`config.mk`:
```
export PLATFORM = sky130hd
export DESIGN_NAME = fetch_unit
export DESIGN_NICKNAME = d
export VERILOG_FILES = /design/src/rtl/fetch_unit.sv
export SDC_FILE = /design/constraint.sdc
export NUM_CORES = 1
export LEC_CHECK = 0
export ABC_CLOCK_PERIOD_IN_PS = 1750
export CAP_MARGIN = 20
export CORE_MARGIN = 2
export CORE_UTILIZATION = 30
export CTS_BUF_LIST = sky130_fd_sc_hd__clkbuf_8
export DETAILED_ROUTE_END_ITERATION = 6
export HOLD_SLACK_MARGIN = 0.03
export PLACE_DENSITY = 0.62
export SLEW_MARGIN = 20
export SYNTH_ARGS = -nofsm -noshare
export SYNTH_HDL_FRONTEND = slang
export SYNTH_SLANG_ARGS = --single-unit
```
`constraint.sdc`:
```
create_clock -name clk -period 1.75 [get_ports clk]
set_input_delay 0.35 -clock clk [delete_from_list [all_inputs] [get_ports clk]]
set_output_delay 0.35 -clock clk [all_outputs]
set_load 0.1 [all_outputs]
```
`src/rtl/fetch_unit.sv`:
```
// fetch_unit: instruction fetch and instruction-register stage.
//
// Fetches 16-bit words from instruction memory with a req/ack handshake,
// latches each word into the instruction register, and offers it to decode
// as opcode/operand fields with a valid/ready handshake. Owns the program
// counter: it increments after each fetch and is redirected by branches.
//
// Ports:
//   clk, rst                     clock, asynchronous active-high reset
//   fetch_en                     allow new fetches to start
//   mem_req, mem_addr            fetch request and address (always the PC)
//   mem_ack, mem_rdata           memory response; word valid when mem_ack=1
//   branch_valid, branch_addr    PC redirect, highest priority in every state
//   instr_valid, instr_ready     handshake toward decode
//   opcode_out, operand_out      upper / lower fields of the instruction register
//   pc_out                       address of the instruction held in ir
module fetch_unit #(
    parameter int DATA_WIDTH    = 16,
    parameter int OPERAND_WIDTH = 11,
    parameter int OPCODE_WIDTH  = 5,
    parameter int ADDR_WIDTH    = 11
) (
    input  logic                     clk,
    input  logic                     rst,
    input  logic                     fetch_en,
    output logic                     mem_req,
    output logic [ADDR_WIDTH-1:0]    mem_addr,
    input  logic                     mem_ack,
    input  logic [DATA_WIDTH-1:0]    mem_rdata,
    input  logic                     branch_valid,
    input  logic [ADDR_WIDTH-1:0]    branch_addr,
    output logic                     instr_valid,
    input  logic                     instr_ready,
    output logic [OPCODE_WIDTH-1:0]  opcode_out,
    output logic [OPERAND_WIDTH-1:0] operand_out,
    output logic [ADDR_WIDTH-1:0]    pc_out
);

    typedef enum logic [1:0] {
        IDLE = 2'd0,
        REQ  = 2'd1,
        HOLD = 2'd2
    } state_t;

    state_t                  state;
    logic [ADDR_WIDTH-1:0]   pc;
    logic [DATA_WIDTH-1:0]   ir;

    // mem_req and instr_valid are kept as registers updated together with
    // state, so each is exactly "state is REQ" / "state is HOLD".
    always_ff @(posedge clk or posedge rst) begin
        if (rst) begin
            state       <= IDLE;
            pc          <= '0;
            ir          <= '0;
            pc_out      <= '0;
            mem_req     <= 1'b0;
            instr_valid <= 1'b0;
        end else if (branch_valid) begin
            // Redirect wins over everything: a word returned this cycle is
            // dropped and any held instruction is abandoned.
            pc          <= branch_addr;
            state       <= fetch_en ? REQ : IDLE;
            mem_req     <= fetch_en;
            instr_valid <= 1'b0;
        end else begin
            case (state)
                IDLE: begin
                    if (fetch_en) begin
                        state   <= REQ;
                        mem_req <= 1'b1;
                    end
                end
                REQ: begin
                    // Request stays up until acknowledged, regardless of fetch_en.
                    if (mem_ack) begin
                        ir          <= mem_rdata;
                        pc_out      <= pc;
                        pc          <= pc + ADDR_WIDTH'(1);
                        state       <= HOLD;
                        mem_req     <= 1'b0;
                        instr_valid <= 1'b1;
                    end
                end
                HOLD: begin
                    if (instr_ready) begin
                        state       <= fetch_en ? REQ : IDLE;
                        mem_req     <= fetch_en;
                        instr_valid <= 1'b0;
                    end
                end
                default: begin
                    state       <= IDLE;
                    mem_req     <= 1'b0;
                    instr_valid <= 1'b0;
                end
            endcase
        end
    end

    assign mem_addr    = pc;
    assign opcode_out  = ir[DATA_WIDTH-1 -: OPCODE_WIDTH];
    assign operand_out = ir[OPERAND_WIDTH-1:0];

endmodule

```
==> run notes, run 1 <==
The flow ran to the end, and the final reports show no timing, DRC or antenna violations. Sequential cells placed in the final layout were counted as 42. In the per-layer summary, the met1 wirelength comes to 1850 um. The share of the yosys chip area belonging to registers came out at 0.565. The pin slew with the least headroom to its limit is 0.361 ns, and the multi-input combinational area share is 0.233.

The number of gates resized after cts is 0, and the post-synth area from yosys stat is 1860 um2. Critical path class: in -> reg. The run gives 0.0294 for the clock distribution area overhead in the final layout. Averaged over all synthesized cells, the footprint is 12.6 um2.

For this run, the script counts the antenna cells in the layout as 0. Most common cell after layout, fill and taps aside: buf_12. The logs give 0 for the initial antenna violation count and 148 for the number of standard cells after synthesis. Pins over their slew limit in the final report were tallied at 0. The total number of cells along the worst setup path works out to 5.

The placement summary gives the final routability congestion estimate as 0.792. The top-area cell type share of the netlist area is 0.565, and the relative slew slack is 0.757. The run gives 0.882 for the share of the cycle needed by the critical path after routing.

With the non-clock buffer area fraction after layout at 0.376, the largest buffer count on any clock path is 2. The number of DRC markers in iteration 0 is 56. STA classifies the critical path endpoint as a register.

Entering global routing, the biggest net connects 23 pins. The post-synth tally of flip-flops with integrated enable was 0; the power density over cell area was 1570 nW/um2. Looking at the reg2reg group, the worst path ends at mem_addr[9]$_DFFE_PP0P_.

The clock insertion delay at the later pin of the skew report was 0.29 ns. The kind of cell with the highest combined delay on the critical path was buffers and inverters. Part of the total power dissipated in the clock network: 0.132. Ranked by flip-flop count, first place goes to ir. The fraction of layout cells with a size suffix above 1 is 0.433.

Counting the buffers created by CTS gives 5. The met3 usage is 0.0620. Looking at the reg2reg group, the worst path starts from mem_addr[2]$_DFFE_PP0P_. The number of nets with antenna violations after routing was 0; the count of instantiated cells in the yosys netlist was 148. Final hold analysis gives a worst-case slack of 0.403 ns.

The run gives 1464 as the number of global-route vias before repair. The switching component of the power was reported as 2.47 mW. IR analysis of the VDD net gives a maximum drop of 903 uV. The internal power of the cells totals 2.60 mW. Per STA, the worst path is made up of clkdlybuf4s50_1 > nand3b_4 > nor2_4 > buf_12 > mux2_2. According to the dpl log, the detail-placed design has an HPWL of 3290 um. The reported leakage power came out at 1.36 nW.

The final layout contains routed wiring with a total length of 4410 um. The die covers 6840 um2. The compound-gate portion of the synthesized area was 0.0572.

By area the synthesized netlist is led by dfrtp_1, mux2_2, o21ai_0. Buffers inserted to repair hold after CTS numbered 0. After the last flow step, the layout net total stands at 266. TritonCTS reports the number of clock sinks as 42. The number of buffer cells added on primary ports works out to 72.

Counting tap cells, the placed design contains a total of 300 instances. The power report lists the clock group at 0.671 mW. Of all nets on the critical path, the largest fanout is 17. The startpoint class of the critical path was an input pin.

Together, buffers and inverters on the worst path number 2. The maximum level of the CTS H-tree is 2. In the layout the commonest cells are buf_12, dfrtp_1, clkdlybuf4s50_1, mux2_2, nand2_1.

Counting instances in the post-synthesis netlist gives the leading cell types as dfrtp_1, mux2_2, nand2_1. The run gives 0.00673 for the arithmetic-cell share of the synthesized area counting full adders, half adders and majority gates. TritonRoute reported its final design rule violation total as 0.

For the combinational group, total power comes out at 2.94 mW. The die outline width is 82.7 um. TritonCTS built the clock tree. The group that draws the most power in this run is combinational cells.

The critical path's slowest stage uses the library cell clkdlybuf4s50_1. The tools report the smallest setup slack after layout as 0.206 ns. The clock root buffer is clkbuf_8. The layout has 83 buffers outside the clock class. For the post-CTS repair timing setup buffer count, the log shows 0. The total global-route track usage was 0.137; the total standard cell area after synthesis was 1860 um2. With the highest achievable clock rate at 648 MHz, the max capacitance violation total is 0. The Yosys step of the flow raised 0 warnings.

Counting flops and latches in the post-synthesis netlist gives 42. TritonRoute output was used to compute an average wire per cell of 14.3 um. With the area share of xor/xnor cells in the synthesized design at 0.0424, the area taken by multi-input logic gates is 752 um2.
**Run 1: cell classes on the final placement**

Drawn at 4 px/um. Fill, decap, tap and diode cells in grey.
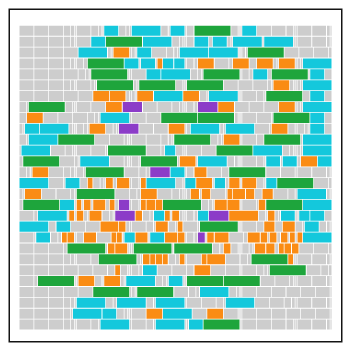
| colour | class | cells | share of their area |
|---|---|---|---|
| purple | clock drivers and dummy loads | 8 | 3.0% |
| orange | combinational and other logic | 100 | 24% |
| cyan | other buffers and delay cells | 83 | 39% |
| green | flops | 42 | 34% |
Core Box Area: 5960 um2
utilization after layout: 0.542
final design instance area without fill: 3230 um2

**Run 1: close-up of the layout**

Window x 29 to 54, y 29 to 54 um. Cells in grey, sequential cells in the stronger grey; small squares are vias.
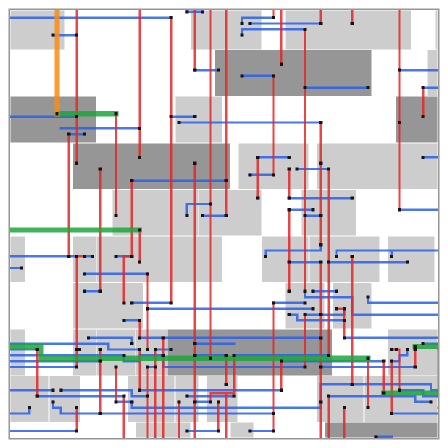
| colour | layer |
|---|---|
| green | metal 3 |
| red | metal 2 |
| orange | metal 4 |
| blue | metal 1 |
sequential cells in the window: 4
most frequent: buf_4 (5)
cells with their middle in the window: 31
netlist names of flops here include: mem_addr (3), pc_out (1)

**Run 1: clock wires, drivers and flops**

Drawn at 6 px/um.
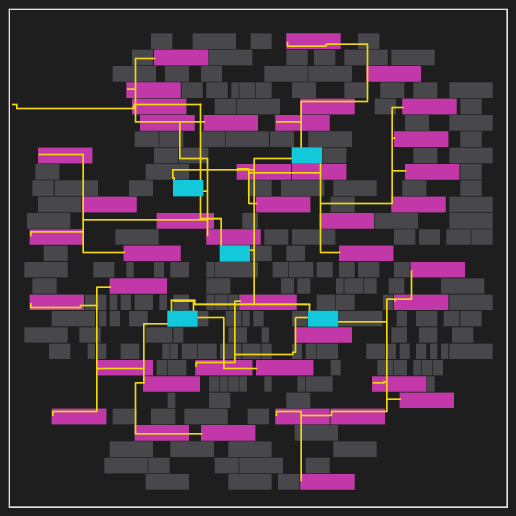
[cyan] clock drivers | count: 5
[magenta] flip-flops | count: 42
[yellow] clock wires | length: 606 um
flops lie: all over the die
routed clock nets: 6

==> run 2, diff against run 1 <==
ABC_CLOCK_PERIOD_IN_PS = unset   (was 1750)
**Run 2: close-up of the layout**

Window x 29 to 54, y 29 to 54 um. Cells in grey, sequential cells in the stronger grey; small squares are vias.
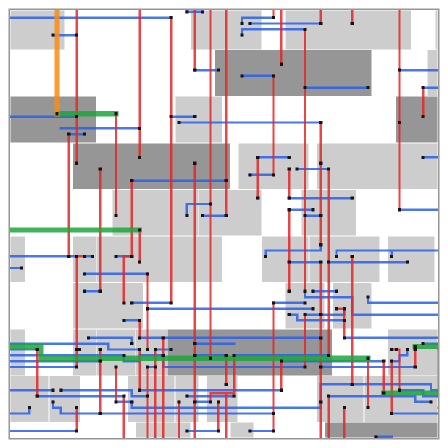
| colour | layer |
|---|---|
| green | metal 3 |
| orange | metal 4 |
| blue | metal 1 |
| red | metal 2 |
cells with their middle in the window: 31
netlist names of flops here include: mem_addr (3), pc_out (1)
sequential cells in the window: 4
most frequent: buf_4 (5)

**Run 2: cell density map**

Drawn at 3 px/um. 8 x 8 tiles, from black (low) to pale yellow (high), 0 to 100% covered.
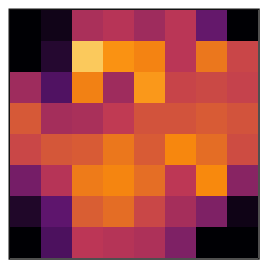
fullest tile: 88%
mean over tiles: 46%
tiles over 75% full: 4.7%
starting utilization of the core area: 0.312

==> run 2 against run 1 <==
Setup slack is the same. Cell area is the same. Sequential power barely moved. Global-route usage unchanged. Count of clock-buffer cells in the layout is the same. Synthesized area unchanged. Die area stayed put. Synthesized cell count did not move. First-iteration DRC count stayed put. Non-clock buffer count unchanged. Register-to-register slack barely moved. Clock power is essentially flat. Largest cell class unchanged. Highest routed layer unchanged.
==> run notes, run 2 <==
The run finished with clean final reports. Across the run, the number of max-cap violations was 0. Cell kind with the greatest summed area: non-clock buffers. For the worst setup path, the data arrival time is 1.72 ns. Peak-usage layer in the global routing report: met2. In the routed design, unresolved DRC markers number 0. The number of buffer cells added on primary ports works out to 72.

Based on the critical path, the design can be clocked at up to 648 MHz. Leaving out fill and tap cells, the most frequent cells in the layout are buf_12, dfrtp_1, clkdlybuf4s50_1, mux2_2, nand2_1. On the reported timing paths, the clock transition at the registers reads 0.09 ns. Classification of the worst-slack hold path: in -> async.

Setup repair after global routing left no endpoint under its margin. Total placed instance area: 3140 um2. The post-route report lists met1 wire length as 1850 um. The run gives 6960 um as the global-route wire length before repair. The library cell occupying the most area in the post-synthesis netlist is dfrtp_1. The power report lists the sequential group at 1.46 mW. In this run the mean area of a mapped cell was 12.6 um2. The mux cell area share after synthesis is 0.175.

With the worst path required time at 1.93 ns, the number of global-route vias before repair is 1464. The global-route congestion overflow total was 0; the number of nets with antenna violations after routing was 0. Note, the detailed placer reported a final HPWL of 3290 um.

The run gives 0.433 for the fraction of layout cells with a size suffix above 1. In the synthesized netlist, the dominant kind of combinational cell is multiplexers. The met3 usage was 0.0620.

The fraction of power spent switching nets works out to 0.487. Combinational fraction of design power: 0.580. The tools report the beginning of the worst register-to-register path as mem_addr[2]$_DFFE_PP0P_. With the compound-gate portion of the synthesized area at 0.0572, the count of instantiated cells in the yosys netlist is 148. Listed in order, past its start point the critical path passes clkdlybuf4s50_1 > nand3b_4 > nor2_4 > buf_12 > mux2_2. Counting the clock-network buffers in the layout gives 6. The H-tree was split into 2 levels. For the final number of max-transition violations, the log shows 0. The top cell type in the final layout, fill and taps aside, is buf_12. The run gives 56 for the number of DRC markers in iteration 0. Leaving out buffers and inverters, the combinational logic in the layout accounts for 752 um2. For this block, the via count after detailed routing is 1410. The logs give -0.114 ns for the worst setup timing slack at the placement stage and 0.403 ns for the final hold slack. Looking at the max-slew report, the worst-margin pin has a slew of 0.361 ns. The die boundary height was 82.7 um.

The fraction of registers with async set or reset after synthesis is 1.00. The tools report the number of sinks on the clock net as 42. The run gives 0.0424 for the area share of xor/xnor cells in the synthesized design.

The run gives 14.3 um for the per-cell routed wire length. Per the detail_route report, vias per standard cell equal 4.58. The timing report gives the biggest stage delay along the critical path as 0.57 ns. Layout overhead on the synthesized area: 73.8%. Non-clock buffer count in the final layout: 83. For this block, the routed nets add up to 4410 um of wire. STA reports a reg2reg setup slack of 0.26 ns. The kind of end point of the critical path was a register. The share of the core filled with cells in the final layout was 0.542. The run gives 308 for the non-filler instance count after layout.

ir holds more flip-flops than any other register. No sink is reached through more buffers than the 2 on the longest clock path. The run gives 27 for the number of warning messages in the logs. The slowest cell on the critical path is clkdlybuf4s50_1. Sorting the synthesized cells by area gives the leading types as dfrtp_1, mux2_2, o21ai_0. The number of tap instances was 75. The run gives 0 for the number of failing setup endpoints in the final timing report. The worst flop-to-flop path endpoint is mem_addr[9]$_DFFE_PP0P_. The global routing usage on met1 is 0.166, and the unique cell type count in the Yosys netlist is 31.

Per the detail_route log, met3 wirelength is 347 um. The number of nets handed over by synthesis was 182. Counting flops with a built-in enable in the synthesized netlist gives 0. The total number of cells along the worst setup path was 5; the total inserted antenna cells was 0.

Per report_power, the Clock row totals 0.671 mW. With the initial antenna violation count at 0, the number of cells after detailed placement is 300. With the die outline width at 82.7 um, the post-CTS repair timing setup buffer count is 0.

Finished layout cell area: 3230 um2. With the met2 routed wirelength at 2190 um, the number of standard cells after synthesis is 148. The maximum fanout encountered on the critical timing path came out at 17. For the part of the total power dissipated in the clock network, the log shows 0.132. The area of all sequential standard cells came out at 1060 um2. The initialized floorplan defines 28 standard-cell rows.

After clock tree synthesis, the flow added hold-fix buffers numbering 0. Multi-input combinational cells in the finished layout were counted as 97. Grouping stages by cell kind, the critical path spends the most delay in buffers and inverters. Before any placement, the netlist area is recorded as 1860 um2.

RePlAce ended its routability-driven mode at a weighted congestion of 0.792. The most instantiated flip-flop cell in the synthesis netlist was dfrtp_1. The internal power of the cells totals 2.60 mW. The largest net degree at the start of global routing is 23. In the post-synthesis netlist, the cell with the most instances is dfrtp_1.

The group that draws the most power in this run is combinational cells. With the share of the yosys chip area belonging to registers at 0.565, the total count of hold-check failures in the final report is 0. The multi-input combinational area share is 0.233. CTS placed an instance of clkbuf_8 at the clock tree root. Counting instances in the post-synthesis netlist gives the leading cell types as dfrtp_1, mux2_2, nand2_1. Counting the buffers created by CTS gives 5.

OpenSTA lists the critical path endpoint as ir[12]$_DFFE_PP0P_. Summed over all combinational cells, the power is 2.94 mW. The worst setup path is launched from an input pin.

The register with the most flip-flops in the layout has 16 of them. The share of cell area taken by flip-flops and latches was 0.329. The run gives 266 for the number of nets in the finished design. The top metal layer carrying routed signals was met4.

The arithmetic-cell share of the synthesized area counting full adders, half adders and majority gates works out to 0.00673. Total power for the finished layout comes to 5.07 mW. The buffer and inverter count on the worst path came out at 2. The overall die size recorded for this design is 6840 um2. Counting flops and latches in the post-synthesis netlist gives 42. The non-clock buffer area fraction after layout came out at 0.376.

Share of total power in sequential cells: 0.288. The logs give 5960 um2 for the placeable core region and 73 for the top-level port count. With the share of the cycle needed by the critical path after routing at 0.882, the met2 routing resource usage after global routing is 0.221.

TritonCTS built the clock tree. The warning tally printed by Yosys for this design is 0. The run gives 0.757 as the relative slew slack. Clock distribution area overhead in the final layout: 0.0294. In this run the worst setup path begins at mem_ack. In this run the VDD rail shows a maximum IR drop of 903 uV.

The critical path in the final layout is reported with a setup slack of 0.206 ns. For this run, the detailed router's first-pass iteration total came to 7. The script computed a power per unit cell area of 1570 nW/um2. For the post-synth area from yosys stat, the log shows 1860 um2. The logs give 0.137 for the total global-route track usage and 2.47 mW for the net switching power. The leakage power in the latest report is 1.36 nW. The run gives 0.565 for the top-area cell type share of the netlist area. By startpoint and endpoint, the worst setup path is classified as in -> reg. With the depth of the worst register-to-register path at 4, the final sum of negative setup slack is 0 ns. With the number of gates resized after cts at 0, the fraction of the mapped netlist area in simple logic gates is 0.123.
**Run 2: the clock network**

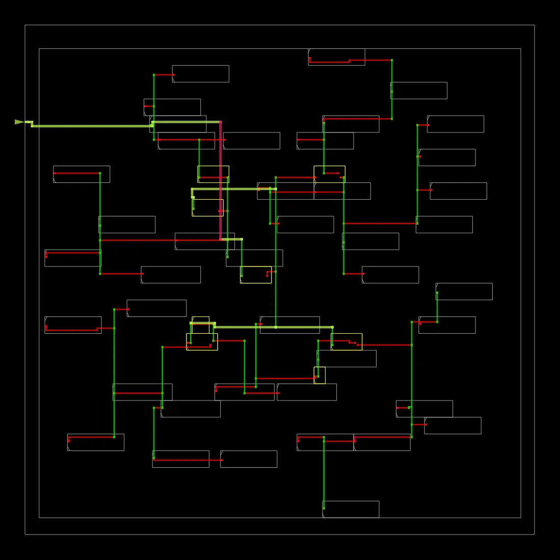
latest clock arrival within the worst-skew pair: 0.29 ns
setup skew after layout: 0.00574 ns
flip-flop and latch count: 42

Power and IR drop assume default switching activity.
